### PDN straps and rails

Pins as bars on the die edge. Tap cells in grey.
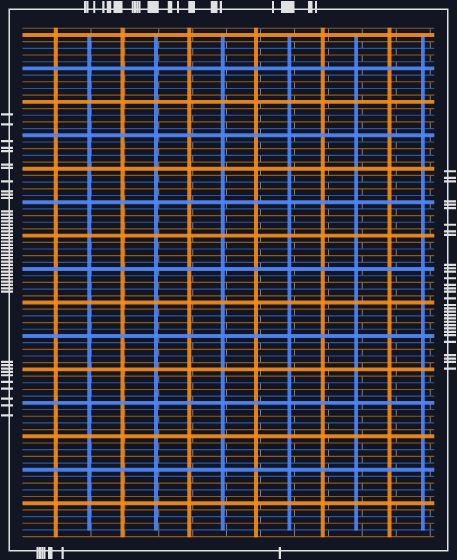
### Placed standard cells

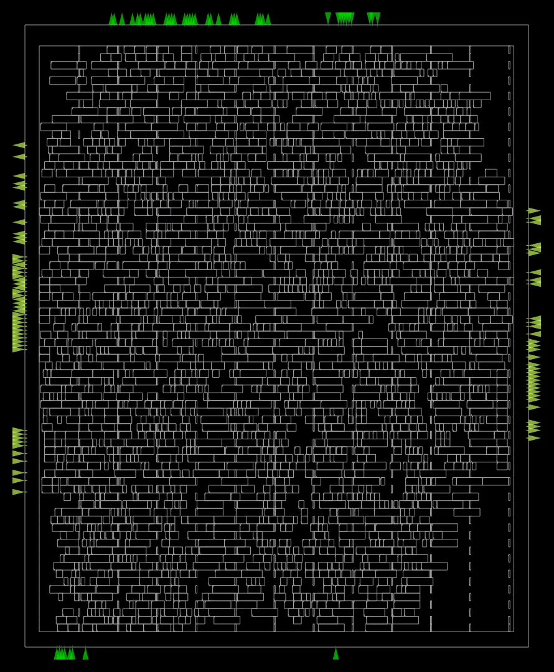
### Placement by cell class

The bar under the picture is 50 um long. Fill, decap, tap and diode cells in grey.
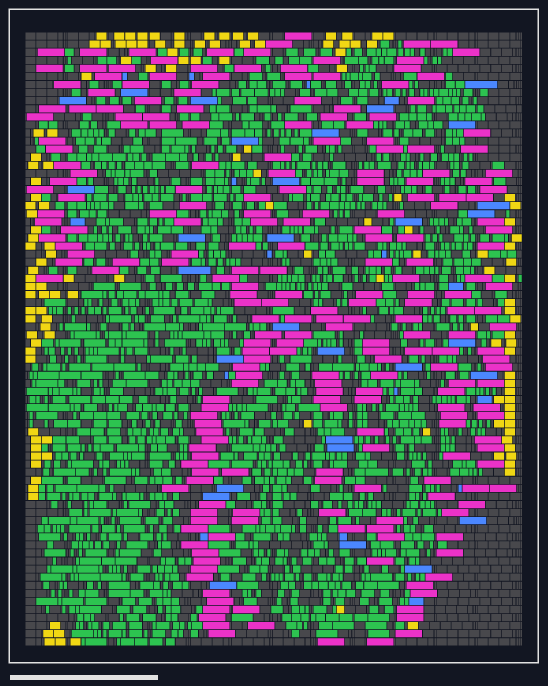
### The metal 2 layer

The bar under the picture is 50 um long.
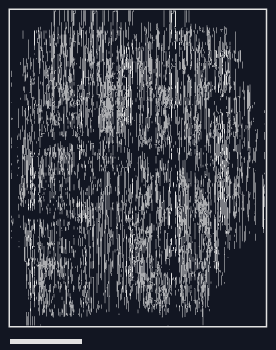
### Clock network drawn from the DEF

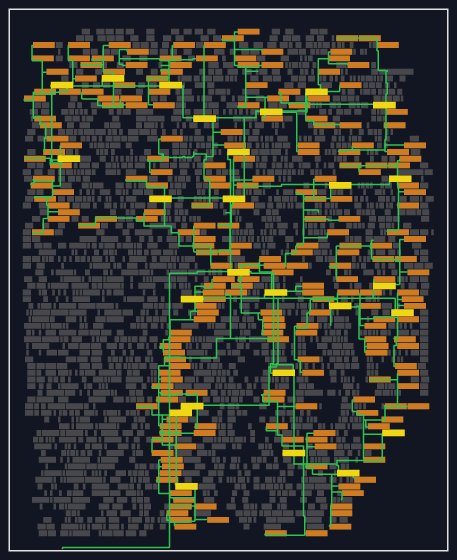
**src/rtl/mlp_pkg.sv**
```systemverilog
// Shared types, widths and the output activation function for the MLP layer engine.
package mlp_pkg;

    typedef enum logic [2:0] {
        ST_IDLE,
        ST_ISSUE,
        ST_DRAIN,
        ST_WRITE,
        ST_DONE
    } state_t;

    localparam int ACT_W    = 8;   // activation / feature width
    localparam int PROD_W   = 17;  // {0,x} * w signed product width
    localparam int PIPE_LAT = 2;   // address-to-accumulate latency after the last issue
    localparam int SAT_IN_W = 64;  // width the accumulator is sign-extended to for sat_relu

    // ReLU, arithmetic shift right, then clamp into an unsigned 8-bit activation.
    function automatic logic [ACT_W-1:0] sat_relu(input logic signed [SAT_IN_W-1:0] a,
                                                  input int sh);
        logic signed [SAT_IN_W-1:0] s;
        if (a < 0) return '0;
        s = a >>> sh;
        if (s > 64'sd255) return 8'hFF;
        return s[ACT_W-1:0];
    endfunction

endpackage

```
**src/rtl/mlp_layer_engine_if.sv**
```systemverilog
// Control, memory and result signals of the layer engine, bundled for the top-level port.
interface mlp_layer_engine_if #(
    parameter int LANES = 2,
    parameter int XAW   = 10,
    parameter int WAW   = 14,
    parameter int YAW   = 5,
    parameter int NW    = 10
);
    logic                   START_I;
    logic [NW-1:0]          N_IN_I;
    logic [NW-1:0]          N_OUT_I;
    logic                   MODE_I;
    logic                   BUSY_O;
    logic                   DONE_O;
    logic [LANES*XAW-1:0]   X_ADDR_O;
    logic [LANES*8-1:0]     X_READ_I;
    logic [LANES*WAW-1:0]   W_ADDR_O;
    logic [LANES*8-1:0]     W_READ_I;
    logic [YAW-1:0]         Y_ADDR_O;
    logic [7:0]             Y_DATA_O;
    logic                   Y_WE_O;
    logic [YAW-1:0]         CLASS_O;

    // Engine side
    modport slave (
        input  START_I, N_IN_I, N_OUT_I, MODE_I, X_READ_I, W_READ_I,
        output BUSY_O, DONE_O, X_ADDR_O, W_ADDR_O, Y_ADDR_O, Y_DATA_O, Y_WE_O, CLASS_O
    );

    // Controller / memory side
    modport master (
        output START_I, N_IN_I, N_OUT_I, MODE_I, X_READ_I, W_READ_I,
        input  BUSY_O, DONE_O, X_ADDR_O, W_ADDR_O, Y_ADDR_O, Y_DATA_O, Y_WE_O, CLASS_O
    );
endinterface

```
**src/rtl/mlp_mac_lane.sv**
```systemverilog
// One MAC lane: delays the issue mask to line up with returned data, then registers the product.
module mlp_mac_lane
    import mlp_pkg::*;
(
    input  logic                     clk,
    input  logic                     rst,
    input  logic                     en,
    input  logic [ACT_W-1:0]         x,
    input  logic signed [7:0]        w,
    output logic signed [PROD_W-1:0] prod
);
    logic                     mask_q;
    logic signed [PROD_W-1:0] xs;
    logic signed [PROD_W-1:0] ws;

    assign xs = {{(PROD_W-ACT_W){1'b0}}, x};
    assign ws = {{(PROD_W-8){w[7]}}, w};

    // Mask follows the address by one cycle; a masked lane contributes zero whatever the data.
    always_ff @(posedge clk or posedge rst) begin
        if (rst) begin
            mask_q <= 1'b0;
            prod   <= '0;
        end else begin
            mask_q <= en;
            prod   <= mask_q ? xs * ws : '0;
        end
    end
endmodule

```
**src/rtl/mlp_layer_engine.sv**
```systemverilog
// Fully-connected layer engine: sequencing FSM, lane adder tree, accumulator and argmax tracker.
module mlp_layer_engine
    import mlp_pkg::*;
#(
    parameter int LANES = 2,
    parameter int XAW   = 10,
    parameter int WAW   = 14,
    parameter int YAW   = 5,
    parameter int NW    = 10,
    parameter int ACC_W = 24,
    parameter int SHIFT = 0
) (
    input  logic              CK,
    input  logic              RB,
    mlp_layer_engine_if.slave bus
);
    localparam int IW = NW + 1;

    state_t                   state;
    logic [NW-1:0]            n_in;
    logic [NW-1:0]            n_out;
    logic [NW-1:0]            o_idx;
    logic                     mode;
    logic [IW-1:0]            steps;
    logic [IW-1:0]            k_cnt;
    logic [IW-1:0]            i_base;
    logic [WAW-1:0]           w_base;
    logic [1:0]               drain_cnt;
    logic [LANES-1:0]         lane_en;
    logic signed [ACC_W-1:0]  acc;
    logic signed [ACC_W-1:0]  best;
    logic signed [PROD_W-1:0] prod [LANES];

    logic [IW-1:0]            steps_c;
    logic [NW-1:0]            n_src;
    logic [IW-1:0]            nxt_ib;
    logic [WAW-1:0]           nxt_wb;
    logic [IW-1:0]            idx;
    logic [LANES*XAW-1:0]     nxt_x;
    logic [LANES*WAW-1:0]     nxt_w;
    logic [LANES-1:0]         nxt_en;
    logic signed [ACC_W-1:0]  lane_sum;
    logic signed [ACC_W-1:0]  acc_nxt;
    logic signed [ACC_W-1:0]  cmp;
    logic [ACT_W-1:0]         act;

    // Step count for the run being started: max(1, ceil(N_IN/LANES)).
    always_comb begin
        steps_c = (IW'(bus.N_IN_I) + IW'(LANES - 1)) / IW'(LANES);
        if (steps_c == '0) steps_c = IW'(1);
    end

    // Addresses and lane masks for the step about to be issued (first step of a neuron or the next one).
    always_comb begin
        n_src  = (state == ST_IDLE) ? bus.N_IN_I : n_in;
        nxt_ib = '0;
        nxt_wb = '0;
        if (state == ST_ISSUE) begin
            nxt_ib = i_base + IW'(LANES);
            nxt_wb = w_base;
        end else if (state == ST_WRITE) begin
            nxt_wb = w_base + WAW'(n_in);
        end
        idx    = '0;
        nxt_x  = '0;
        nxt_w  = '0;
        nxt_en = '0;
        for (int l = 0; l < LANES; l++) begin
            idx = nxt_ib + IW'(l);
            if (idx < IW'(n_src)) begin
                nxt_en[l]              = 1'b1;
                nxt_x[l*XAW +: XAW]    = XAW'(idx);
                nxt_w[l*WAW +: WAW]    = nxt_wb + WAW'(idx);
            end
        end
    end

    // Adder tree, next accumulator value and the value argmax compares for this neuron.
    always_comb begin
        lane_sum = '0;
        for (int l = 0; l < LANES; l++)
            lane_sum = lane_sum + {{(ACC_W-PROD_W){prod[l][PROD_W-1]}}, prod[l]};
        acc_nxt = acc + lane_sum;
        act     = sat_relu({{(SAT_IN_W-ACC_W){acc_nxt[ACC_W-1]}}, acc_nxt}, SHIFT);
        cmp     = mode ? acc_nxt : {{(ACC_W-ACT_W){1'b0}}, act};
    end

    for (genvar l = 0; l < LANES; l++) begin : g_lane
        mlp_mac_lane u_lane (
            .clk  (CK),
            .rst  (RB),
            .en   (lane_en[l]),
            .x    (bus.X_READ_I[l*8 +: 8]),
            .w    (bus.W_READ_I[l*8 +: 8]),
            .prod (prod[l])
        );
    end

    // Sequencer with registered outputs. The result is captured on the last DRAIN edge, where
    // acc_nxt already includes the final lane products, so WRITE can present it directly.
    always_ff @(posedge CK or posedge RB) begin
        if (RB) begin
            state        <= ST_IDLE;
            n_in         <= '0;
            n_out        <= '0;
            o_idx        <= '0;
            mode         <= 1'b0;
            steps        <= '0;
            k_cnt        <= '0;
            i_base       <= '0;
            w_base       <= '0;
            drain_cnt    <= '0;
            lane_en      <= '0;
            acc          <= '0;
            best         <= '0;
            bus.BUSY_O   <= 1'b0;
            bus.DONE_O   <= 1'b0;
            bus.X_ADDR_O <= '0;
            bus.W_ADDR_O <= '0;
            bus.Y_ADDR_O <= '0;
            bus.Y_DATA_O <= '0;
            bus.Y_WE_O   <= 1'b0;
            bus.CLASS_O  <= '0;
        end else begin
            case (state)
                ST_IDLE: begin
                    if (bus.START_I) begin
                        n_in        <= bus.N_IN_I;
                        n_out       <= bus.N_OUT_I;
                        mode        <= bus.MODE_I;
                        o_idx       <= '0;
                        best        <= '0;
                        bus.CLASS_O <= '0;
                        w_base      <= '0;
                        if (bus.N_OUT_I == '0) begin
                            state      <= ST_DONE;
                            bus.DONE_O <= 1'b1;
                        end else begin
                            state        <= ST_ISSUE;
                            bus.BUSY_O   <= 1'b1;
                            steps        <= steps_c;
                            k_cnt        <= '0;
                            i_base       <= '0;
                            acc          <= '0;
                            bus.X_ADDR_O <= nxt_x;
                            bus.W_ADDR_O <= nxt_w;
                            lane_en      <= nxt_en;
                        end
                    end
                end
                ST_ISSUE: begin
                    acc <= acc_nxt;
                    if (k_cnt == steps - IW'(1)) begin
                        state     <= ST_DRAIN;
                        drain_cnt <= '0;
                        lane_en   <= '0;
                    end else begin
                        k_cnt        <= k_cnt + IW'(1);
                        i_base       <= nxt_ib;
                        bus.X_ADDR_O <= nxt_x;
                        bus.W_ADDR_O <= nxt_w;
                        lane_en      <= nxt_en;
                    end
                end
                ST_DRAIN: begin
                    acc <= acc_nxt;
                    if (drain_cnt == 2'(PIPE_LAT - 1)) begin
                        state        <= ST_WRITE;
                        bus.Y_WE_O   <= ~mode;
                        bus.Y_ADDR_O <= YAW'(o_idx);
                        bus.Y_DATA_O <= act;
                        if (o_idx == '0 || cmp > best) begin
                            best        <= cmp;
                            bus.CLASS_O <= YAW'(o_idx);
                        end
                    end else begin
                        drain_cnt <= drain_cnt + 2'd1;
                    end
                end
                ST_WRITE: begin
                    bus.Y_WE_O <= 1'b0;
                    o_idx      <= o_idx + NW'(1);
                    if (o_idx + NW'(1) == n_out) begin
                        state      <= ST_DONE;
                        bus.BUSY_O <= 1'b0;
                        bus.DONE_O <= 1'b1;
                    end else begin
                        state        <= ST_ISSUE;
                        k_cnt        <= '0;
                        i_base       <= '0;
                        w_base       <= nxt_wb;
                        acc          <= '0;
                        bus.X_ADDR_O <= nxt_x;
                        bus.W_ADDR_O <= nxt_w;
                        lane_en      <= nxt_en;
                    end
                end
                ST_DONE: begin
                    bus.DONE_O <= 1'b0;
                    state      <= ST_IDLE;
                end
                default: state <= ST_IDLE;
            endcase
        end
    end
endmodule

```
**src/flat_wrapper.sv**
```systemverilog
// flat-port wrapper written by rule: the top's interface ports become plain ports
module mlp_layer_engine_flat import mlp_pkg::*;
#(
    parameter int LANES = 2,
    parameter int XAW   = 10,
    parameter int WAW   = 14,
    parameter int YAW   = 5,
    parameter int NW    = 10,
    parameter int ACC_W = 24,
    parameter int SHIFT = 0
)
  (CK, RB, bus_START_I, bus_N_IN_I, bus_N_OUT_I, bus_MODE_I, bus_X_READ_I, bus_W_READ_I, bus_BUSY_O, bus_DONE_O, bus_X_ADDR_O, bus_W_ADDR_O, bus_Y_ADDR_O, bus_Y_DATA_O, bus_Y_WE_O, bus_CLASS_O);
  mlp_layer_engine_if #(.LANES(LANES), .XAW(XAW), .WAW(WAW), .YAW(YAW), .NW(NW)) bus_i ();
  input  logic CK;
  input  logic RB;
  input wire logic [$bits(bus_i.START_I)-1:0] bus_START_I;
  input wire logic [$bits(bus_i.N_IN_I)-1:0] bus_N_IN_I;
  input wire logic [$bits(bus_i.N_OUT_I)-1:0] bus_N_OUT_I;
  input wire logic [$bits(bus_i.MODE_I)-1:0] bus_MODE_I;
  input wire logic [$bits(bus_i.X_READ_I)-1:0] bus_X_READ_I;
  input wire logic [$bits(bus_i.W_READ_I)-1:0] bus_W_READ_I;
  output wire logic [$bits(bus_i.BUSY_O)-1:0] bus_BUSY_O;
  output wire logic [$bits(bus_i.DONE_O)-1:0] bus_DONE_O;
  output wire logic [$bits(bus_i.X_ADDR_O)-1:0] bus_X_ADDR_O;
  output wire logic [$bits(bus_i.W_ADDR_O)-1:0] bus_W_ADDR_O;
  output wire logic [$bits(bus_i.Y_ADDR_O)-1:0] bus_Y_ADDR_O;
  output wire logic [$bits(bus_i.Y_DATA_O)-1:0] bus_Y_DATA_O;
  output wire logic [$bits(bus_i.Y_WE_O)-1:0] bus_Y_WE_O;
  output wire logic [$bits(bus_i.CLASS_O)-1:0] bus_CLASS_O;
  assign bus_i.START_I = bus_START_I;
  assign bus_i.N_IN_I = bus_N_IN_I;
  assign bus_i.N_OUT_I = bus_N_OUT_I;
  assign bus_i.MODE_I = bus_MODE_I;
  assign bus_i.X_READ_I = bus_X_READ_I;
  assign bus_i.W_READ_I = bus_W_READ_I;
  assign bus_BUSY_O = bus_i.BUSY_O;
  assign bus_DONE_O = bus_i.DONE_O;
  assign bus_X_ADDR_O = bus_i.X_ADDR_O;
  assign bus_W_ADDR_O = bus_i.W_ADDR_O;
  assign bus_Y_ADDR_O = bus_i.Y_ADDR_O;
  assign bus_Y_DATA_O = bus_i.Y_DATA_O;
  assign bus_Y_WE_O = bus_i.Y_WE_O;
  assign bus_CLASS_O = bus_i.CLASS_O;
  mlp_layer_engine #(.LANES(LANES), .XAW(XAW), .WAW(WAW), .YAW(YAW), .NW(NW), .ACC_W(ACC_W), .SHIFT(SHIFT)) u_core (.CK(CK), .RB(RB), .bus(bus_i));
endmodule
```
**config.mk**
```make
export PLATFORM = sky130hd
export DESIGN_NAME = mlp_layer_engine_flat
export DESIGN_NICKNAME = d
export VERILOG_FILES = /design/src/rtl/mlp_pkg.sv /design/src/rtl/mlp_layer_engine_if.sv /design/src/rtl/mlp_mac_lane.sv /design/src/rtl/mlp_layer_engine.sv /design/src/flat_wrapper.sv
export SDC_FILE = /design/constraint.sdc
export NUM_CORES = 1
export LEC_CHECK = 0
export ABC_CLOCK_PERIOD_IN_PS = 9150
export CAP_MARGIN = 5
export CORE_ASPECT_RATIO = 1.25
export CORE_MARGIN = 5
export CORE_UTILIZATION = 55
export DETAILED_ROUTE_END_ITERATION = 10
export PLACE_DENSITY_LB_ADDON = 0.15
export SYNTH_ARGS = -nofsm -noshare
export SYNTH_HDL_FRONTEND = slang
export SYNTH_SLANG_ARGS = --single-unit
```
**constraint.sdc**
```tcl
create_clock -name CK -period 9.15 [get_ports CK]
set_input_delay 1.3725 -clock CK [delete_from_list [all_inputs] [get_ports CK]]
set_output_delay 1.3725 -clock CK [all_outputs]
set_load 0.02 [all_outputs]
```
==> job_summary.md <==
## Synthesis and layout report

| Metric | Value |
|---|---|
| Status | `finished, final reports clean` |
| I/O Buffers | `about 120` |
| CP max FO | `19` |
| Commonest Layout Cell | `dfrtp_1` |
| Synth unique cells | `74` |
| Gr usage total | `24.7%` |
| Seq/Total Area, Yosys | `30.7%` |
| Max-cap violations | `0` |
| Final Wtd Congestion | `around 0.93` |
| Layout Nets | `2517` |
| CTS tree | `built` |
| FF-to-FF setup slack | `2030 ps` |
| Postcts setup bufs | `0` |
| First-pass GRT wire length | `approximately 79000 um` |
| Core Util at FP | `55.8%` |
| Leak Pwr | `between 10 and 15 nW` |
| Die height | `about 220 um` |
| Mapped Area | `19300 um2` |
| Syn avg cell area | `9.31 um2` |
| Post-route minimum period | `7120 ps` |
| Min-delay src | `u_core.lane_en[1]` |
| CTS Sinks | `237` |
| WP data required | `9580 ps` |
| Slew Limit Headroom | `20.9%` |
| YS warnings | `0` |
| Yosys cell count | `slightly above 2k` |
| Post-CTS Hold Buffers | `0` |
| Vias | `15.6k` |
| Total chip power | `slightly below 9 mW` |
| Setup tns final | `0 ps` |
| End of the worst hold path | `u_core.g_lane[1].u_lane.mask_q` |
| Max VDD drop | `222 uV` |
| Yosys reg bits | `237` |
| Per-cell routed wire length | `around 18 um` |
| DRT Wirelength | `around 48000 um` |
| Clk pin slew, worst setup/hold paths | `60 ps` |
| H-tree levels | `1` |
| Cycle use final | `77.9%` |
| Drt first pass iters | `5` |
| RSZ-0062 raised after global routing | `no` |
| Reg-to-Reg End | `u_core.best[2]` |
| Fraction of layout cells with a size suffix above 1 | `4.71%` |
About 'PDN straps and rails':
legend:
  orange:
    net: VSS
  blue:
    net: VDD
tap cells: 468
rows: 76
met4 straps: 12
met1 rails: 77
met5 straps: 15

About 'Placed standard cells':
Flop Count: 237
final cell count without fillers: 2655
CORE AREA: 34600 um2
Util after Layout: 63.2%
row count: 76

About 'Placement by cell class':
legend:
  magenta:
    class: registers
    cells: 237
    share_of_their_area: 28%
  blue:
    class: clock drivers and dummy loads
    cells: 46
    share_of_their_area: 4.2%
  green:
    class: remaining logic cells
    cells: 1766
    share_of_their_area: 62%
  yellow:
    class: remaining buffers and delay cells
    cells: 138
    share_of_their_area: 6.3%
Finished Cell Area: 21900 um2
Seq/total area: 27.1%

About 'The metal 2 layer':
share of all routed wire: 47%
wire length on this layer: 22.5 mm
nets with wire on the layer: 2133
main direction: vertical

About 'Clock network drawn from the DEF':
legend:
  yellow:
    item: clock-net drivers
    count: 26
  orange:
    item: flip-flops
    count: 237
  green:
    item: clock wires
    length: 3120 um
flops lie: widely spread

-- synthesized netlist by cell type, types with 48 or more instances --
library cell	count	area, um2
a21oi_1	92	460
fa_1	101	2020
and2_1	102	638
dfrtp_1	237	5930
o21ai_0	97	485
ha_1	191	2390
inv_1	197	739
nor2_1	112	420
a22o_1	72	631
xnor2_1	72	631
clkbuf_1	64	240
nand2_1	210	788
xor2_1	48	420
-- per-layer routing --
layer,wire length [um],track usage [%],up-vias
met3,2770,3.00,87
met4,1150,6.63,0
li1,-,-,7406
met5,0,0,-
met2,22500,41.2,511
met1,21100,34.2,7606
-- registers in the layout (all words and copies together), names as in the netlist, 10 cells and up --
name	flops
u_core.best	24
u_core.bus.W_ADDR_O	28
u_core.k_cnt	11
u_core.n_out	10
u_core.o_idx	10
u_core.n_in	10
u_core.steps	10
u_core.g_lane.u_lane.prod	34
u_core.i_base	11
u_core.w_base	14
u_core.acc	24
u_core.bus.X_ADDR_O	20
-- power breakdown --
group / total, mW / internal [mW] / switching, mW / leakage (nW)
logic: 6.04 / 2.45 / 3.58 / 6.92
registers: 1.75 / 1.43 / 0.313 / 3.04
clock network: 1.09 / 0.661 / 0.426 / 0.436
-- cells by family after synthesis --
family | after synthesis | share of synthesized area [%]
and+or+nand+nor | 653 | 16.8
DFF | 237 | 30.7
AOI/OAI and AO/OA | 448 | 15.8
adders and majority gates | 292 | 22.8
xor gates and xnor gates | 120 | 5.44
muxes | 56 | 3.08
buffers and inverters | 271 | 5.34
-- layout make-up --
type	count	area, um2
Fill cell	2985	12700
Clock inverter	10	130
Inverter	197	747
Tap cell	468	586
Sequential cell	237	5930
Clock buffer	36	759
Timing Repair Buffer	138	1350
Multi-Input combinational cell	1569	12400
-- worst max-delay path, stage by stage (launching register included) --
cell and delay [ps]:
dfrtp_1 320, inv_1 50, fa_1 530, inv_1 40, ha_1 220, fa_1 430, a211o_1 330, a221o_1 350
a311o_1 500, a41oi_2 280, xnor2_1 150, or4_1 720, o31ai_4 460, a21oi_1 140, ha_1 330, a21o_1 180
a21oi_1 160, o221ai_1 130, a221oi_1 360, mux2i_1 290, and2_1 560, nand2_1 220, o31ai_1 270
-- worst max-delay path by stage --
stage	slack (ps)	end	from
floorplan	1270	u_core.acc[0]	RB
global route	1550	u_core.best[5]	u_core.g_lane[1].u_lane.prod[1]
global placement	2360	u_core.best[5]	u_core.g_lane[1].u_lane.prod[1]
CTS	2020	u_core.best[2]	u_core.g_lane[1].u_lane.prod[1]
finish	2030	u_core.best[2]	u_core.g_lane[1].u_lane.prod[1]
detailed placement	2040	u_core.best[2]	u_core.g_lane[1].u_lane.prod[1]
Power and IR drop assume default switching activity.
